### src/rtl/sd_spi_pkg.sv
`default_nettype none
// ============================================================================
//  Module      : sd_spi_pkg
//  Description : Shared widths, transfer modes and engine state encoding
//                for the SD-card SPI datapath.
//  Revision    : 1.0  initial release
// ============================================================================
package sd_spi_pkg;

   localparam int RXLEN_W = 13;
   localparam int DIV_W   = 8;

   localparam logic [1:0] MODE_TX   = 2'd0;
   localparam logic [1:0] MODE_RX   = 2'd1;
   localparam logic [1:0] MODE_XFER = 2'd2;

   typedef enum logic [1:0] {
      IDLE = 2'd0,
      LOW  = 2'd1,
      HIGH = 2'd2
   } state_t;

   // The reserved mode code behaves exactly like write-only.
   function automatic logic [1:0] eff_mode(input logic [1:0] m);
      return ((m == MODE_RX) || (m == MODE_XFER)) ? m : MODE_TX;
   endfunction

endpackage
`default_nettype wire

### src/rtl/spi_half_period_timer.sv
`default_nettype none
// ============================================================================
//  Module      : spi_half_period_timer
//  Description : Reloading down-counter. After a load of N, expire pulses on
//                every (N+1)th cycle until the next load.
//  Revision    : 1.0  initial release
// ============================================================================
module spi_half_period_timer #(
   parameter int DIV_W = 8
) (
   input  logic             C100M,
   input  logic             RESET_n,
   input  logic             load,
   input  logic [DIV_W-1:0] value,
   output logic             expire
);

   logic [DIV_W-1:0] r_reload;
   logic [DIV_W-1:0] r_cnt;

   // Count down to zero, then restart from the most recently loaded value.
   always_ff @(posedge C100M or negedge RESET_n) begin
      if (!RESET_n) begin
         r_reload <= '0;
         r_cnt    <= '0;
      end else if (load) begin
         r_reload <= value;
         r_cnt    <= value;
      end else if (r_cnt == '0) begin
         r_cnt    <= r_reload;
      end else begin
         r_cnt    <= r_cnt - 1'b1;
      end
   end

   assign expire = (r_cnt == '0);

endmodule
`default_nettype wire

### src/rtl/spi_byte_shifter.sv
`default_nettype none
// ============================================================================
//  Module      : spi_byte_shifter
//  Description : SPI mode-0 byte engine between the SD controller TX and RX
//                FIFOs. Write-only, counted autonomous read (0xFF clocked
//                out) and full-duplex transfers, MSB first.
//  Revision    : 1.0  initial release
// ============================================================================
module spi_byte_shifter #(
   parameter int RXLEN_W = sd_spi_pkg::RXLEN_W,
   parameter int DIV_W   = sd_spi_pkg::DIV_W
) (
   input  logic               C100M,
   input  logic               RESET_n,
   input  logic [DIV_W-1:0]   clk_div,
   input  logic [1:0]         mode,
   input  logic [RXLEN_W-1:0] new_rx_length,
   input  logic               set_rx_length,
   input  logic               wr_req,
   input  logic [7:0]         data_in,
   input  logic               rd_req,
   output logic [7:0]         data_out,
   output logic               in_full,
   output logic               out_full,
   output logic               busy,
   input  logic               MISO,
   output logic               MOSI,
   output logic               SCLK
);

   import sd_spi_pkg::*;

   state_t             r_state;
   logic               r_sclk;
   logic               r_mosi;
   logic [7:0]         r_shift;
   logic [2:0]         r_bitcnt;
   logic [1:0]         r_mode;
   logic [7:0]         r_hold;
   logic               r_in_full;
   logic [7:0]         r_data_out;
   logic               r_out_full;
   logic [RXLEN_W-1:0] r_rx_rem;

   logic               w_expire;
   logic [1:0]         w_mode_req;
   logic               w_byte_done;
   logic               w_fill;
   logic               w_slot_free;
   logic               w_rx_pending;
   logic               w_start_ok;
   logic               w_start;
   logic [7:0]         w_start_byte;

   spi_half_period_timer #(
      .DIV_W   (DIV_W)
   ) u_timer (
      .C100M   (C100M),
      .RESET_n (RESET_n),
      .load    (w_start),
      .value   (clk_div),
      .expire  (w_expire)
   );

   assign w_mode_req   = eff_mode(mode);
   assign w_byte_done  = (r_state == HIGH) && w_expire && (r_bitcnt == 3'd0);
   // A receiving byte that completes this cycle occupies the output slot, so
   // the next receiving byte has to wait for the consumer: this is what makes
   // an overrun impossible.
   assign w_fill       = w_byte_done && (r_mode != MODE_TX);
   assign w_slot_free  = !w_fill && (!r_out_full || rd_req);
   assign w_rx_pending = (r_rx_rem != '0);
   assign w_start_byte = (w_mode_req == MODE_RX) ? 8'hFF : r_hold;

   // Byte start condition for the mode currently requested.
   always_comb begin
      w_start_ok = 1'b0;
      case (w_mode_req)
         MODE_RX:   w_start_ok = w_rx_pending && w_slot_free;
         MODE_XFER: w_start_ok = r_in_full && w_slot_free;
         default:   w_start_ok = r_in_full;
      endcase
   end

   assign w_start = ((r_state == IDLE) || w_byte_done) && w_start_ok;

   // Bit engine: LOW phase, rising edge samples MISO, HIGH phase, falling edge
   // shifts out the next bit; a new byte may start on the last falling edge.
   always_ff @(posedge C100M or negedge RESET_n) begin
      if (!RESET_n) begin
         r_state  <= IDLE;
         r_sclk   <= 1'b0;
         r_mosi   <= 1'b1;
         r_shift  <= 8'h00;
         r_bitcnt <= 3'd0;
         r_mode   <= MODE_TX;
      end else if (w_start) begin
         r_state  <= LOW;
         r_sclk   <= 1'b0;
         r_mosi   <= w_start_byte[7];
         r_shift  <= w_start_byte;
         r_bitcnt <= 3'd7;
         r_mode   <= w_mode_req;
      end else begin
         case (r_state)
            LOW: begin
               if (w_expire) begin
                  r_sclk  <= 1'b1;
                  r_shift <= {r_shift[6:0], MISO};
                  r_state <= HIGH;
               end
            end
            HIGH: begin
               if (w_expire) begin
                  r_sclk <= 1'b0;
                  if (r_bitcnt != 3'd0) begin
                     r_mosi   <= r_shift[7];
                     r_bitcnt <= r_bitcnt - 3'd1;
                     r_state  <= LOW;
                  end else begin
                     r_mosi   <= 1'b1;
                     r_state  <= IDLE;
                  end
               end
            end
            default: begin
               r_state <= IDLE;
            end
         endcase
      end
   end

   // TX holding register: filled by the upstream FIFO, emptied by a byte start.
   always_ff @(posedge C100M or negedge RESET_n) begin
      if (!RESET_n) begin
         r_in_full <= 1'b0;
         r_hold    <= 8'h00;
      end else if (w_start && (w_mode_req != MODE_RX)) begin
         r_in_full <= 1'b0;
      end else if (wr_req && !r_in_full) begin
         r_in_full <= 1'b1;
         r_hold    <= data_in;
      end
   end

   // RX output slot: a completing receive byte wins over a concurrent read.
   always_ff @(posedge C100M or negedge RESET_n) begin
      if (!RESET_n) begin
         r_out_full <= 1'b0;
         r_data_out <= 8'h00;
      end else if (w_fill) begin
         r_out_full <= 1'b1;
         r_data_out <= r_shift;
      end else if (rd_req && r_out_full) begin
         r_out_full <= 1'b0;
      end
   end

   // Remaining autonomous-read bytes; an overwrite wins over the decrement.
   always_ff @(posedge C100M or negedge RESET_n) begin
      if (!RESET_n) begin
         r_rx_rem <= '0;
      end else if (set_rx_length) begin
         r_rx_rem <= new_rx_length;
      end else if (w_start && (w_mode_req == MODE_RX) && w_rx_pending) begin
         r_rx_rem <= r_rx_rem - 1'b1;
      end
   end

   assign SCLK     = r_sclk;
   assign MOSI     = r_mosi;
   assign data_out = r_data_out;
   assign in_full  = r_in_full;
   assign out_full = r_out_full;
   assign busy     = (r_state != IDLE) || r_in_full || ((mode == MODE_RX) && w_rx_pending);

endmodule
`default_nettype wire

### config.mk
export PLATFORM = sky130hd
export DESIGN_NAME = spi_byte_shifter
export DESIGN_NICKNAME = d
export VERILOG_FILES = /design/src/rtl/sd_spi_pkg.sv /design/src/rtl/spi_half_period_timer.sv /design/src/rtl/spi_byte_shifter.sv
export SDC_FILE = /design/constraint.sdc
export NUM_CORES = 1
export LEC_CHECK = 0
export ABC_CLOCK_PERIOD_IN_PS = 6250
export CAP_MARGIN = 10
export CORE_UTILIZATION = 58
export CTS_BUF_LIST = sky130_fd_sc_hd__clkbuf_4 sky130_fd_sc_hd__clkbuf_8
export DETAILED_ROUTE_END_ITERATION = 10
export HOLD_SLACK_MARGIN = 0.1
export PLACE_DENSITY = 0.94
export SYNTH_ARGS = -nofsm -noshare
export SYNTH_HDL_FRONTEND = slang
export SYNTH_SLANG_ARGS = --single-unit
### constraint.sdc
create_clock -name C100M -period 6.25 [get_ports C100M]
set_input_delay 0.9375 -clock C100M [delete_from_list [all_inputs] [get_ports C100M]]
set_output_delay 0.9375 -clock C100M [all_outputs]
set_load 0.03 [all_outputs]
run_1/logic_types.png
(4 px per um)
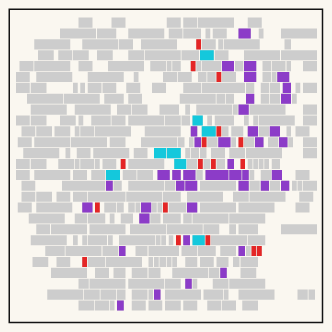
legend:
  non-inverting ao/oa cells:
    color: cyan
    cells: 8
    where: middle
  aoi and oai cells:
    color: purple
    cells: 41
  inv cells:
    color: red
    cells: 17
multi-input gate share of total cell area: 39.20%
top logic cell by instance count in the layout: sky130_fd_sc_hd__dfrtp_1
non-filler cells in the finished layout: 433

run_1/congestion.png
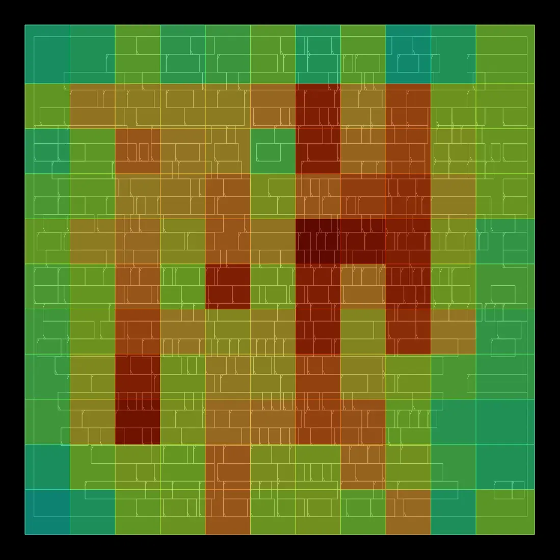
GRT met3 Usage: 7.882%
aggregate global-route resource usage: 25.48%

==> notes.md, run 1 <==
The flow run is done. Per STA, the startpoint of the critical path is mode[0]. In the layout the commonest cells are sky130_fd_sc_hd__dfrtp_1 (63), sky130_fd_sc_hd__clkdlybuf4s50_1 (48), sky130_fd_sc_hd__mux2_2 (34). In the synthesized netlist the dominant register cell turns out to be sky130_fd_sc_hd__dfrtp_1. Switching portion of total power landed at 33.43%. Wire length of the first global-routing pass landed at between 10000 and 15000 um. Met1 routing resource usage after global routing landed at between 30% and 40%. The routed design uses roughly 3600 um of met2 wire.

Cell internal power dissipation landed at roughly 1.1 mW. Of the combinational cells, the family taking the most area is multiplexers. Per the final report, max-transition violations number 0.

After detailed routing, no signal wire sits above met4. Fraction of the mapped netlist area in adder cells landed at about 3.7%. Per the power-grid run, VDD falls by no more than roughly 0.00024 V. The fraction of cell area in sequential cells is reported as between 30% and 40%. The largest share of the power goes to sequential cells.

Combinational share of power landed at roughly a third. Per the detail_route report, the via count comes to about 2.6k. After layout, the worst path uses between 60 and 70% of the clock period. The transition time recorded at the tightest slew-check pin is between 1 and 1.5 ns. Achievable clock frequency landed at about 260 MHz. Setup TNS landed at 0 ns. Looking at the worst setup and hold paths, the clock pins of their registers show a slew of 0.07 ns.

By area, the class that comes first in the final layout consists of flip-flops and latches. For the worst reg-to-reg path, the startpoint reported by OpenROAD is r_rx_rem[1]. The run finished with clean final reports. Hold-critical path depth landed at 1. In this run the horizontal extent of the chip is between 70 and 80 um.

Number of tap instances landed at approximately 72. Met3 wire length landed at roughly 450 um. The global route stage reports its total congestion overflow as 0. Before CTS, the worst setup slack after placement is 2.428 ns. Per the final layout report, the fraction of cells sized above drive strength 1 comes to 17.17%.

Total of fill cells in the finished design landed at 377. STA shows the worst min-delay path finishing at data_out[4]. Across all hold checks on the routed design, the worst slack comes to 0.5112 ns. The synthesis report gives the async set-or-reset register share as 100.0%. Worst path setup slack after routing landed at 2.391 ns. Logic depth of the worst register-to-register path landed at 7. In this run the biggest area consumer among cell types represents a little under half of the synthesized area. The first detailed-routing pass ran for 5 iterations. In this run the worst setup path terminates at busy. The switching component of the power was reported as ~0.54 mW. Once layout is complete, the utilization of the core stands at ~74%. Final routed DRC violation total landed at 0. Count of synthesis-stage warnings from yosys landed at 0.

Looking at the gate-level netlist, the highest instance count belongs to sky130_fd_sc_hd__dfrtp_1. The main area contributors are sky130_fd_sc_hd__dfrtp_1 (47%), sky130_fd_sc_hd__mux2_2 (11%), sky130_fd_sc_hd__mux2i_1 (5.1%). Post-detailed-routing wire length landed at roughly 7100 um. Area of placed instances landed at roughly 3900 um2. The chip occupies roughly 6000 um2. Sorting the Yosys area breakdown by cell type puts at the top sky130_fd_sc_hd__dfrtp_1. Number of violations reported at the end of detailed-routing iteration 0 landed at 173. For reference, the mux area share after synthesis is 16.53%. Post-synthesis, Yosys gives the total cell area as approximately 3300 um2. Required time of the critical path landed at 5.31 ns. Distinct cell type count of the synthesized netlist landed at approximately 48. Area of combinational cells with multiple inputs landed at 1600 um2. The synthesized netlist handed to floorplanning was reported with a cell count of roughly 310. Power spread over the standard cell area amounts to around 390 nW/um2. Sequential fraction of the synthesis area landed at 47.91%. In this run the vertical extent of the chip is slightly below 80 um.

Worst-case headroom to the max-slew limit landed at a little over 20%. Number of gates resized after CTS landed at 0. Total setup buffers inserted after CTS landed at 0. After detailed routing, the number of vias per cell comes to between 6 and 7. Count of flip-flops and latches landed at approximately 64. The number of placed instances, taps included, is ~420. Per the post-synthesis report, the nets total 357.

The via count of the first global-routing pass is approximately 2.5k. In this run the number of H-tree levels came out at 3. In this run, synthesis inferred 0 flip-flops with an integrated enable. Counting the buffers created by CTS gives 9. For the worst min-delay path, the startpoint reported by OpenROAD is data_out[4]. In this run, power in flip-flops and latches comes to about 0.67 mW. The final layout report lists a non-clock buffer count of 51. Number of clock buffer instances in the layout landed at 11.

Global routing consumed, on the met2 layer, 42.04% of the routing resources. Met1 wire length landed at approximately 3000 um. Per the final report, the share of cell area in clock cells is around 5.5%. Weighted congestion at the end of routability-driven global placement landed at just under 0.8.

STA classifies the critical path startpoint as a primary input. Endpoint arrival time on the critical path landed at ~3 ns. Combinational gate count landed at between 200 and 250. Number of buffers on the longest clock path landed at 2. Detailed placement finished with a half-perimeter wire length of around 4600 um. Checking hold timing, the worst path is listed with class reg -> reg. Average cell area after synthesis landed at around 11 um2.

Subtracting the final worst setup slack from the clock period gives 3.859 ns. In this run the critical register-to-register path is captured at u_timer.r_cnt[2]. In the Yosys report the total cell count is 310. Number of OpenROAD warnings landed at 31.

Of all nets on the critical path, the largest fanout is 12. The sequential cells in the finished layout cover a total of around 1600 um2. Summing the areas of all and, or, nand and nor instances in the mapped netlist gives 14.88% of the synthesized area. Hold-check failures listed in the final report amount to 0. Per the run summary, max-cap violations total 0.

Placeable core region landed at roughly 5500 um2. The report lists the number of standard-cell rows as 27. Number of logic inverters in the finished layout landed at 17. Average wire length per cell after detail routing landed at 16.31 um. Fraction of power consumed by sequential logic landed at between 40% and 50%. Post-synthesis instance area landed at roughly 3300 um2. Number of antenna cells inserted landed at 0.

Nets still carrying antenna violations after routing amount to 0. Looking at the setup timing report, the critical path kind is in -> out. The initial antenna violation count is 0. TritonCTS built the clock tree. Clock net sink count landed at approximately 64. The finished cells cover roughly 4000 um2. Final setup violation count landed at 0. The combinational power reported by the tool is between 0.5 and 0.6 mW. Effective utilization at floorplan landed at 60.39%.

By count the netlist is led by sky130_fd_sc_hd__dfrtp_1 (63), sky130_fd_sc_hd__mux2_2 (34), sky130_fd_sc_hd__nor2_1 (28).
run_1/clk_routes.png
(6 px per um)
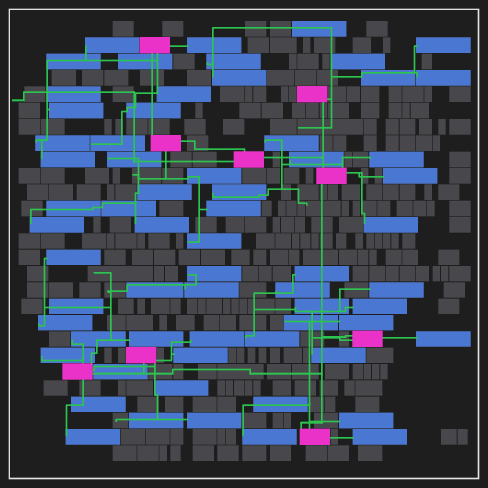
legend:
  clock wires:
    color: green
    length: 776 um
  flip-flops:
    color: blue
    count: 64
  clock drivers:
    color: magenta
    count: 9
routed clock nets: 10
flops lie: widely spread
worst clock skew on the final layout: 0.005472 ns
fraction of power consumed by the clock network: 24.7%
reported clock group power: 0.398 mW
Latency at later pin: 0.34 ns

run_1/io_fan.png
(6 px per um)
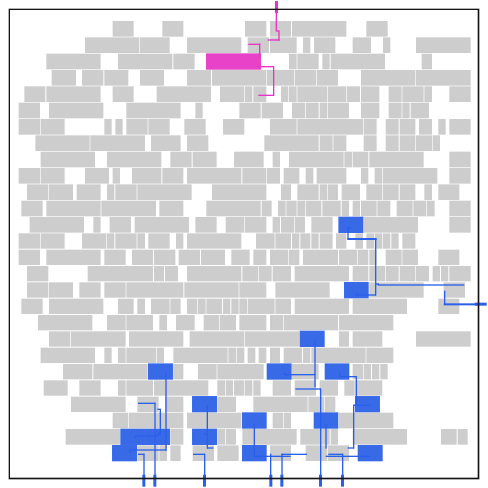
legend:
  out_full:
    color: magenta
    bits: 1
    direction: output
    end_cells: 1
    buffers: 1
    wire: 20.5 um
  clk_div:
    color: blue
    bits: 8
    direction: input
    end_cells: 16
    buffers: 8
    wire: 195 um
top-level I/O count: 50
number of buffer cells added on primary ports: 49

-- run 1: worst max-delay path, cell delays in order --
cell and delay, ns:
sky130_fd_sc_hd__clkdlybuf4s50_1 0.48, sky130_fd_sc_hd__ha_1 0.48, sky130_fd_sc_hd__o41ai_2 0.19, sky130_fd_sc_hd__nand3_1 0.15, sky130_fd_sc_hd__clkdlybuf4s50_1 0.68
-- run 1: flip-flops by register name (all words and copies together) (netlist names), 2 cells and up --
| signal | cells |
|---|---|
| data_out | 8 |
| u_timer.r_reload | 8 |
| r_hold | 8 |
| u_timer.r_cnt | 8 |
| r_mode | 2 |
| r_bitcnt | 3 |
| r_shift | 8 |
| r_rx_rem | 13 |
| r_state | 2 |
run_1/metal_density.png
(4 px per um) 16 x 16 tiles, from white (low) to dark blue (high), scaled to the fullest tile. Values are wire area over tile area, all layers added.
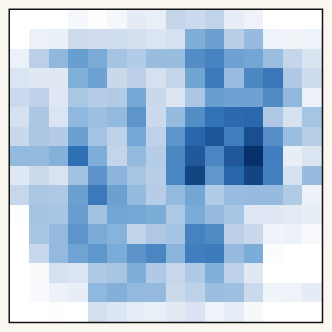

==> run 2, diff against run 1 <==
--- a/config.mk
+++ b/config.mk
@@ -5,13 +5,13 @@
 export SDC_FILE = /design/constraint.sdc
 export NUM_CORES = 1
 export LEC_CHECK = 0
-export ABC_CLOCK_PERIOD_IN_PS = 6250
+export ABC_CLOCK_PERIOD_IN_PS = 3600
 export CAP_MARGIN = 10
-export CORE_UTILIZATION = 58
+export CORE_UTILIZATION = 56
 export CTS_BUF_LIST = sky130_fd_sc_hd__clkbuf_4 sky130_fd_sc_hd__clkbuf_8
 export DETAILED_ROUTE_END_ITERATION = 10
 export HOLD_SLACK_MARGIN = 0.1
-export PLACE_DENSITY = 0.94
+export PLACE_DENSITY = 0.91
 export SYNTH_ARGS = -nofsm -noshare
 export SYNTH_HDL_FRONTEND = slang
 export SYNTH_SLANG_ARGS = --single-unit
==> constraint.sdc (replaced) <==
create_clock -name C100M -period 3.6 [get_ports C100M]
set_input_delay 0.54 -clock C100M [delete_from_list [all_inputs] [get_ports C100M]]
set_output_delay 0.54 -clock C100M [all_outputs]
set_load 0.03 [all_outputs]
run_2/metal_density.png
(4 px per um) 16 x 16 tiles, from white (low) to dark blue (high), scaled to the fullest tile. Values are wire area over tile area, all layers added.
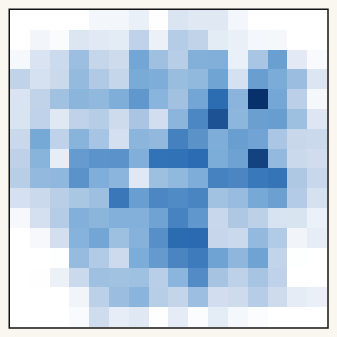
fullest tile: 0.60
mean over tiles: 0.19
emptiest ninth of the die: bottom left
densest ninth of the die: middle
tiles over half the peak: 20%
nearly empty tiles: 13%
wire length per cell: 16.70 um
aggregate global-route resource usage: 25.67%

run_2/logic_types.png
(4 px per um)
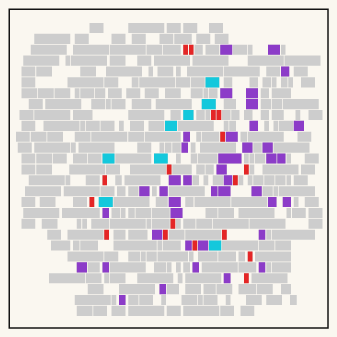
legend:
  inv cells:
    color: red
    cells: 17
  non-inverting ao/oa cells:
    color: cyan
    cells: 8
  aoi and oai cells:
    color: purple
    cells: 41
non-filler cells in the finished layout: 435
multi-input gate share of total cell area: 39.10%

==> run 2 against run 1 <==
  * Design area is 0.25% higher
  * Area after synthesis stayed put
  * Clock skew is 0.0013 ns lower
  * Cell count is 0.46% higher
  * Via count is 1.7% higher
  * Critical path type is now reg -> out
==> notes.md, run 2 <==
The flow run is done. The register with the most flip-flops in the layout has 13 of them. For the worst reg-to-reg path, the startpoint reported by OpenROAD is u_timer.r_cnt[0]. Clock latency reported for the late side of the worst-skew pair landed at around 0.35 ns. On the critical path the largest part of the delay comes from buffers and inverters.

Quantity of I/O buffers inserted on ports landed at 49. Counting only logic cells after layout, the most numerous master is sky130_fd_sc_hd__dfrtp_1. Clock net sink count landed at between 60 and 70. For this block, the routed nets add up to roughly 7300 um of wire. The tool flagged a number of max-cap violations equal to 0.

The placement stage leaves a total instance area of 3872 um2. In this run, placement finished with an instance count of about 420. Weighted congestion at the end of routability-driven global placement landed at roughly 0.87. TritonCTS built the clock tree. In the synthesized netlist, mux cells make up 16.53% of the area.

Share of synthesized registers carrying an async set or reset landed at 100.0%. Initial antenna violation count landed at 0. For reference, the critical path is launched at r_rx_rem[0]. After detailed routing, the number of vias per cell comes to a little over 6. Top-area cell type share of the netlist area landed at between 40% and 50%. By instance count after routing, the leading logic cell types are sky130_fd_sc_hd__dfrtp_1 (63), sky130_fd_sc_hd__clkdlybuf4s50_1 (48), sky130_fd_sc_hd__mux2_2 (34). Met3 wire length landed at 480 um. Setup clock skew after layout landed at approximately 0.0042 ns. Distinct cell type count of the synthesized netlist landed at between 40 and 50. Remaining number of nets flagged by the antenna check after routing landed at 0.

The largest part of the power goes to sequential cells. Number of synthesized flops with an enable pin landed at 0. Global-route congestion overflow total landed at 0. Clock-pin transition on the worst setup and hold timing paths landed at roughly 0.070 ns. Of the total synthesized cell area, the portion taken by full adders, half adders and majority gates is ~3.7%. Among all cell types in the netlist, the one instantiated most often is sky130_fd_sc_hd__dfrtp_1. Combinational share of power landed at approximately a third. Number of violations reported at the end of detailed-routing iteration 0 landed at around 260. Count of synthesis-stage warnings from yosys landed at 0.

The cell sequence reported for the critical path is inv_1, ha_1, or3b_2, o41ai_2, nand3_1, clkdlybuf4s50_1. Synthesis produced a netlist with a net count of ~360. The biggest area contributor in the post-synthesis netlist is sky130_fd_sc_hd__dfrtp_1. Worst-margin pin slew landed at about 1.1 ns. For reference, the most critical setup path is categorized as reg -> out. Share of the cycle needed by the critical path after routing landed at 92.15%.

Summed over all nets, the half-perimeter wirelength after detailed placement is about 5000 um. Die height landed at just under 80 um. For the sequential group, total power comes out at 1.16 mW. Count of final max-slew check failures landed at 0. The worst path in the final design needs a cycle of approximately 3.3 ns, including I/O delays and setup.

The commonest register cell is sky130_fd_sc_hd__dfrtp_1. The highest metal layer carrying signal wires in the routed design is met4. The endpoint identified for the worst register-to-register timing path is r_rx_rem[4].

Combinational power landed at 0.962 mW. Per report_power, the sequential group accounts for between 40 and 50% of the total. The flow reports power dissipated in the clock network as about 0.7 mW. Internal power comes to 1.840 mW. In this run the cell area of the synthesized design comes to 3346 um2. The most critical min-delay path falls under in -> async. STA puts the critical path data required time at between 3 and 4 ns. The flow ran to the end, and the final reports show no timing, DRC or antenna violations. Setup TNS landed at 0 ns.

Net switching component of the power landed at approximately 0.96 mW. Final core utilization landed at 72.54%. The floorplan report gives the top-level pin count as 50.

Wire length of the first global-routing pass landed at ~12000 um. Ranked by total cell area, the synthesized netlist is headed by sky130_fd_sc_hd__dfrtp_1 (47%), sky130_fd_sc_hd__mux2_2 (11%), sky130_fd_sc_hd__mux2i_1 (5.1%). For this run, the register share of the synthesized area comes to a little under half. STA classifies the critical path startpoint as a flip-flop. The share of total power dissipated in the clock network is 24.4%. Looking at the critical path, the highest net fanout was 6. Power spread over the standard cell area amounts to between 600 and 700 nW/um2. Worst path setup slack after routing landed at around 0.28 ns. Largest incremental delay on the critical path landed at 0.62 ns. Met2 routed wirelength landed at roughly 3700 um. Switching portion of total power landed at between 30% and 40%.

The synthesized netlist has a Yosys-reported chip area of 3346 um2. The number of cells on the worst reg-to-reg path is 7. Achievable clock frequency landed at between 300 and 400 MHz. The floorplan step records an initial core utilization of approximately three fifths. The stage logs contain a warning count of 31. Final routed DRC violation total landed at 0. Number of gates resized after CTS landed at 0. Simple-gate portion of the synthesized area landed at between 10% and 20%. Number of logic stages on the critical path including buffering landed at 6.

In this run the mean area of a mapped cell was between 10 and 15 um2. The post-route report lists met1 wire length as slightly below 3000 um. The via count of the first global-routing pass was 2677.
-- run 2: cell types whose count changed in the layout (fill, tap and decap cells not counted) --
cell	delta
sky130_fd_sc_hd__buf_4	+2
sky130_fd_sc_hd__clkbuf_4	-1
sky130_fd_sc_hd__clkbuf_8	-1
sky130_fd_sc_hd__clkinv_2	+1
sky130_fd_sc_hd__clkinv_4	+3
sky130_fd_sc_hd__clkinvlp_4	-2
-- run 2: layout make-up --
type	instances	area (um2)
fill	377	1549
clock inverter	7	96.34
timing repair buffer	53	515.5
multi-input combinational	213	1600
tap	72	90.09
inverter	17	63.81
clock buffer	9	123.9
sequential	64	1603
-- run 2: per-layer routing --
layer	GRT usage, %	vias to the layer above
li1	-	1222
met2	44.91	105
met3	7.471	10
met1	30.69	1338
met5	0	-
met4	6.909	0
run_2/congestion.png
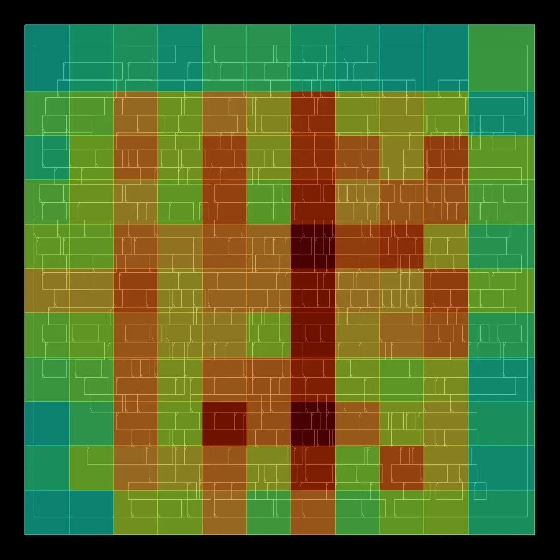

==> run 3, diff against run 2 <==
--- a/config.mk
+++ b/config.mk
@@ -7,11 +7,14 @@
 export LEC_CHECK = 0
 export ABC_CLOCK_PERIOD_IN_PS = 3600
 export CAP_MARGIN = 10
-export CORE_UTILIZATION = 56
+export CORE_UTILIZATION = 58
 export CTS_BUF_LIST = sky130_fd_sc_hd__clkbuf_4 sky130_fd_sc_hd__clkbuf_8
+export CTS_CLUSTER_DIAMETER = 60
 export DETAILED_ROUTE_END_ITERATION = 10
+export DONT_BUFFER_PORTS = 1
 export HOLD_SLACK_MARGIN = 0.1
-export PLACE_DENSITY = 0.91
+export PLACE_DENSITY = 0.83
 export SYNTH_ARGS = -nofsm -noshare
 export SYNTH_HDL_FRONTEND = slang
 export SYNTH_SLANG_ARGS = --single-unit
+export TNS_END_PERCENT = 5
run_3/congestion.png
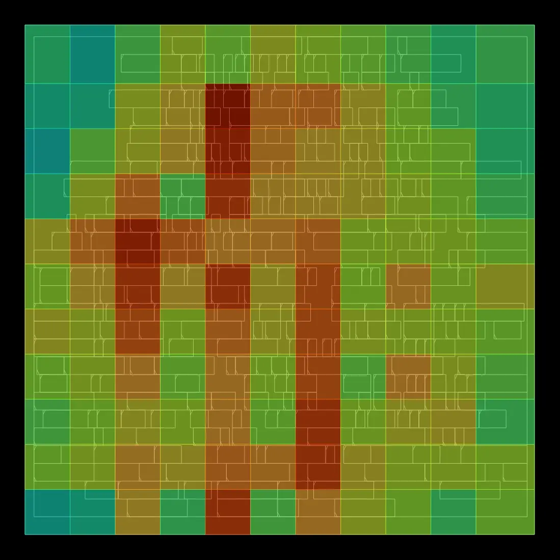
global route hottest layer: met2
Core Util, Final: 65.63%

run_3/metal_density.png
(4 px per um) 16 x 16 tiles, from white (low) to dark blue (high), scaled to the fullest tile. Values are wire area over tile area, all layers added.
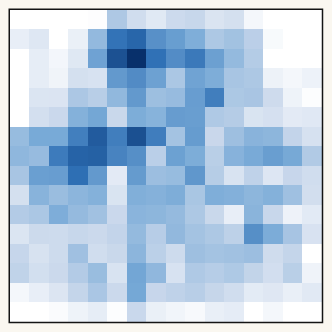
tiles over half the peak: 18%
mean over tiles: 0.17
nearly empty tiles: 10%
fullest tile: 0.55
wire length per cell: 16.87 um
aggregate global-route resource usage: 24.03%
number of vias in the routed layout: 2356
Final Routed Wirelength: 6510 um

==> run 3 against run 2 <==
  * Flip-flop count unchanged
  * Maximum frequency is 11% higher
  * Critical path type is now reg -> reg
  * Setup slack gained 0.32 ns
  * Critical path depth is 3 higher
  * Design area decreased by 11%
  * Synthesized cell count is the same
  * Via count shrank 12%
  * Sequential power barely moved
  * Die size fell by 3.4%
  * Sequential share of layout area rose by 4.9 points
  * Clock skew rose by 0.0054 ns
==> notes.md, run 3 <==
The flow run is done. The flow ran to the end, and the final reports show no timing, DRC or antenna violations. Placeable core region landed at roughly 5500 um2. The report counts max-capacitance violations totalling 0.

Summed over all instances, the cell type with the most area after synthesis is sky130_fd_sc_hd__dfrtp_1. Fraction of the mapped netlist area in adder cells landed at under 10%. Among all flip-flop cells after synthesis, the most frequent one is sky130_fd_sc_hd__dfrtp_1. The tightest hold path in the finished design has a slack of between 0.2 and 0.3 ns. The initial antenna violation count was 0. Distinct cell type count of the synthesized netlist landed at between 40 and 50. Total of fill cells in the finished design landed at ~420. The worst path in the final design needs a cycle of around 3.0 ns, including I/O delays and setup. Fraction of power consumed by sequential logic landed at between 40% and 50%.

Looking at the hold checks, the worst path lands on r_rx_rem[12]. In the synthesis report, Yosys lists the chip area as ~3300 um2. At the worst endpoint, the required time is between 3 and 4 ns. Met3 wire length landed at roughly 390 um. Top-area cell type share of the netlist area landed at between 40% and 50%. Hold violation total from the final report landed at 0. Among all stages on the critical path, the maximum delay recorded is 0.62 ns.

Synthesized instance count landed at 310. Number of placed I/O pins landed at approximately 50. The register with the most flip-flops in the final layout is r_rx_rem. Met1 wire length landed at ~2800 um.

Met2 layer usage reported by global route landed at around two fifths. STA lists the startpoint of the worst register-to-register path as u_timer.r_cnt[0]. Total setup buffers inserted after CTS landed at 0. Area of placed instances landed at roughly 3400 um2. Post-route period utilization is reported as a little over four fifths. Detailed placer's ending HPWL landed at about 4500 um. Per the OpenROAD floorplan log, the width of the die is approximately 78 um. The flow reports power dissipated in combinational cells as roughly 0.83 mW.

In this run, the combinational gates consume between 30% and 40% of the power. Count of synthesis-stage warnings from yosys landed at 0. Per STA, the endpoint of the critical path is r_shift[3]. Number of vias per cell landed at 6.104. On the critical path, the stage with the largest delay is an instance of sky130_fd_sc_hd__a31o_2.

At floorplan, the net count of the design was reported as ~360. For the final routed database, the setup TNS stands at 0 ns. STA classifies the critical path startpoint as a flip-flop. By count the netlist is led by sky130_fd_sc_hd__dfrtp_1 (63), sky130_fd_sc_hd__mux2_2 (34), sky130_fd_sc_hd__nor2_1 (28).

Number of cell instances after yosys synthesis landed at about 310. The critical path starts at u_timer.r_cnt[0]. Post-synthesis instance area landed at around 3300 um2.

The synthesis run identifies the leading combinational cell family as multiplexers. Number of synthesized flops with an enable pin landed at 0. Simple-gate portion of the synthesized area landed at 14.88%. Once detail routing completed, the nets flagged for antenna violations numbered 0. Leaving out fill and tap cells, the most frequent cells in the layout are sky130_fd_sc_hd__dfrtp_1 (63), sky130_fd_sc_hd__mux2_2 (34), sky130_fd_sc_hd__nor2_1 (28). The worst VDD IR drop from the latest analysis is roughly 0.00048 V.

Final routed DRC violation total landed at 0. The layout report lists the multi-input gate area as around 1600 um2. Clock latency reported for the late side of the worst-skew pair landed at between 0.3 and 0.4 ns. Setup clock skew after layout landed at 0.009617 ns. Of the total power, the clock network draws 25.4%. Number of flip-flops in the largest register landed at 13. Per the cell usage report, the commonest logic cell in the layout is sky130_fd_sc_hd__dfrtp_1. Number of levels the H-tree was split into landed at 3. Number of cell rows landed at 27. Post-CTS repair changed the size of 0 cells.

The finished cells cover about 3600 um2. In the final layout, the share of cells above drive strength 1 is between 15 and 20%. Hold-critical path depth landed at 1. Register area landed at about 1600 um2. On the worst setup and hold paths after CTS, the clock-pin slew comes to approximately 0.070 ns.

The global routing report lists met3 layer usage as a little under a tenth. The tightest min-delay check is of the in -> reg type. The transition time recorded at the tightest slew-check pin is 0.6992 ns. Worst path buffer plus inverter count landed at 3. Switching portion of total power landed at approximately 34%. The average instance in the mapped netlist occupies about 11 um2.

Across all checked pins, the minimum headroom to the slew limit is roughly 53%. The first detailed-routing pass ran for 4 iterations. By instance count, the cell type seen most on the critical path is sky130_fd_sc_hd__buf_4.

Per the timing report, the most critical flop-to-flop path finishes at r_shift[3]. Quantity of I/O buffers inserted on ports landed at 0. Number of violations reported at the end of detailed-routing iteration 0 landed at between 100 and 150. Setup violations remaining at the end of the flow were counted as 0. Looking at the setup timing report, the critical path kind is reg -> reg. The highest layer touched by signal routing is met4. In this run the worst path has a maximum fanout of 28.
-- run 3: cell count changes in the layout (fill, tap and decap cells not counted), sizes merged --
| cell | previous run | this run |
|---|---|---|
| buf | 5 | 4 |
| clkbuf | 9 | 10 |
| clkdlybuf4s50 | 48 | 0 |
| clkinv | 5 | 2 |
| clkinvlp | 0 | 1 |
| dlygate4sd3 | 0 | 1 |
-- run 3: layout make-up --
class / count / area share [%]
clock buffer: 10 / 3.785
clock inverter: 5 / 2.237
inverter: 17 / 1.755
multi-input combinational: 213 / 44.01
sequential: 64 / 44.08
tap: 72 / 2.478
timing repair buffer: 5 / 1.652
No activity file was given, so power comes from the tool's default toggle rates.
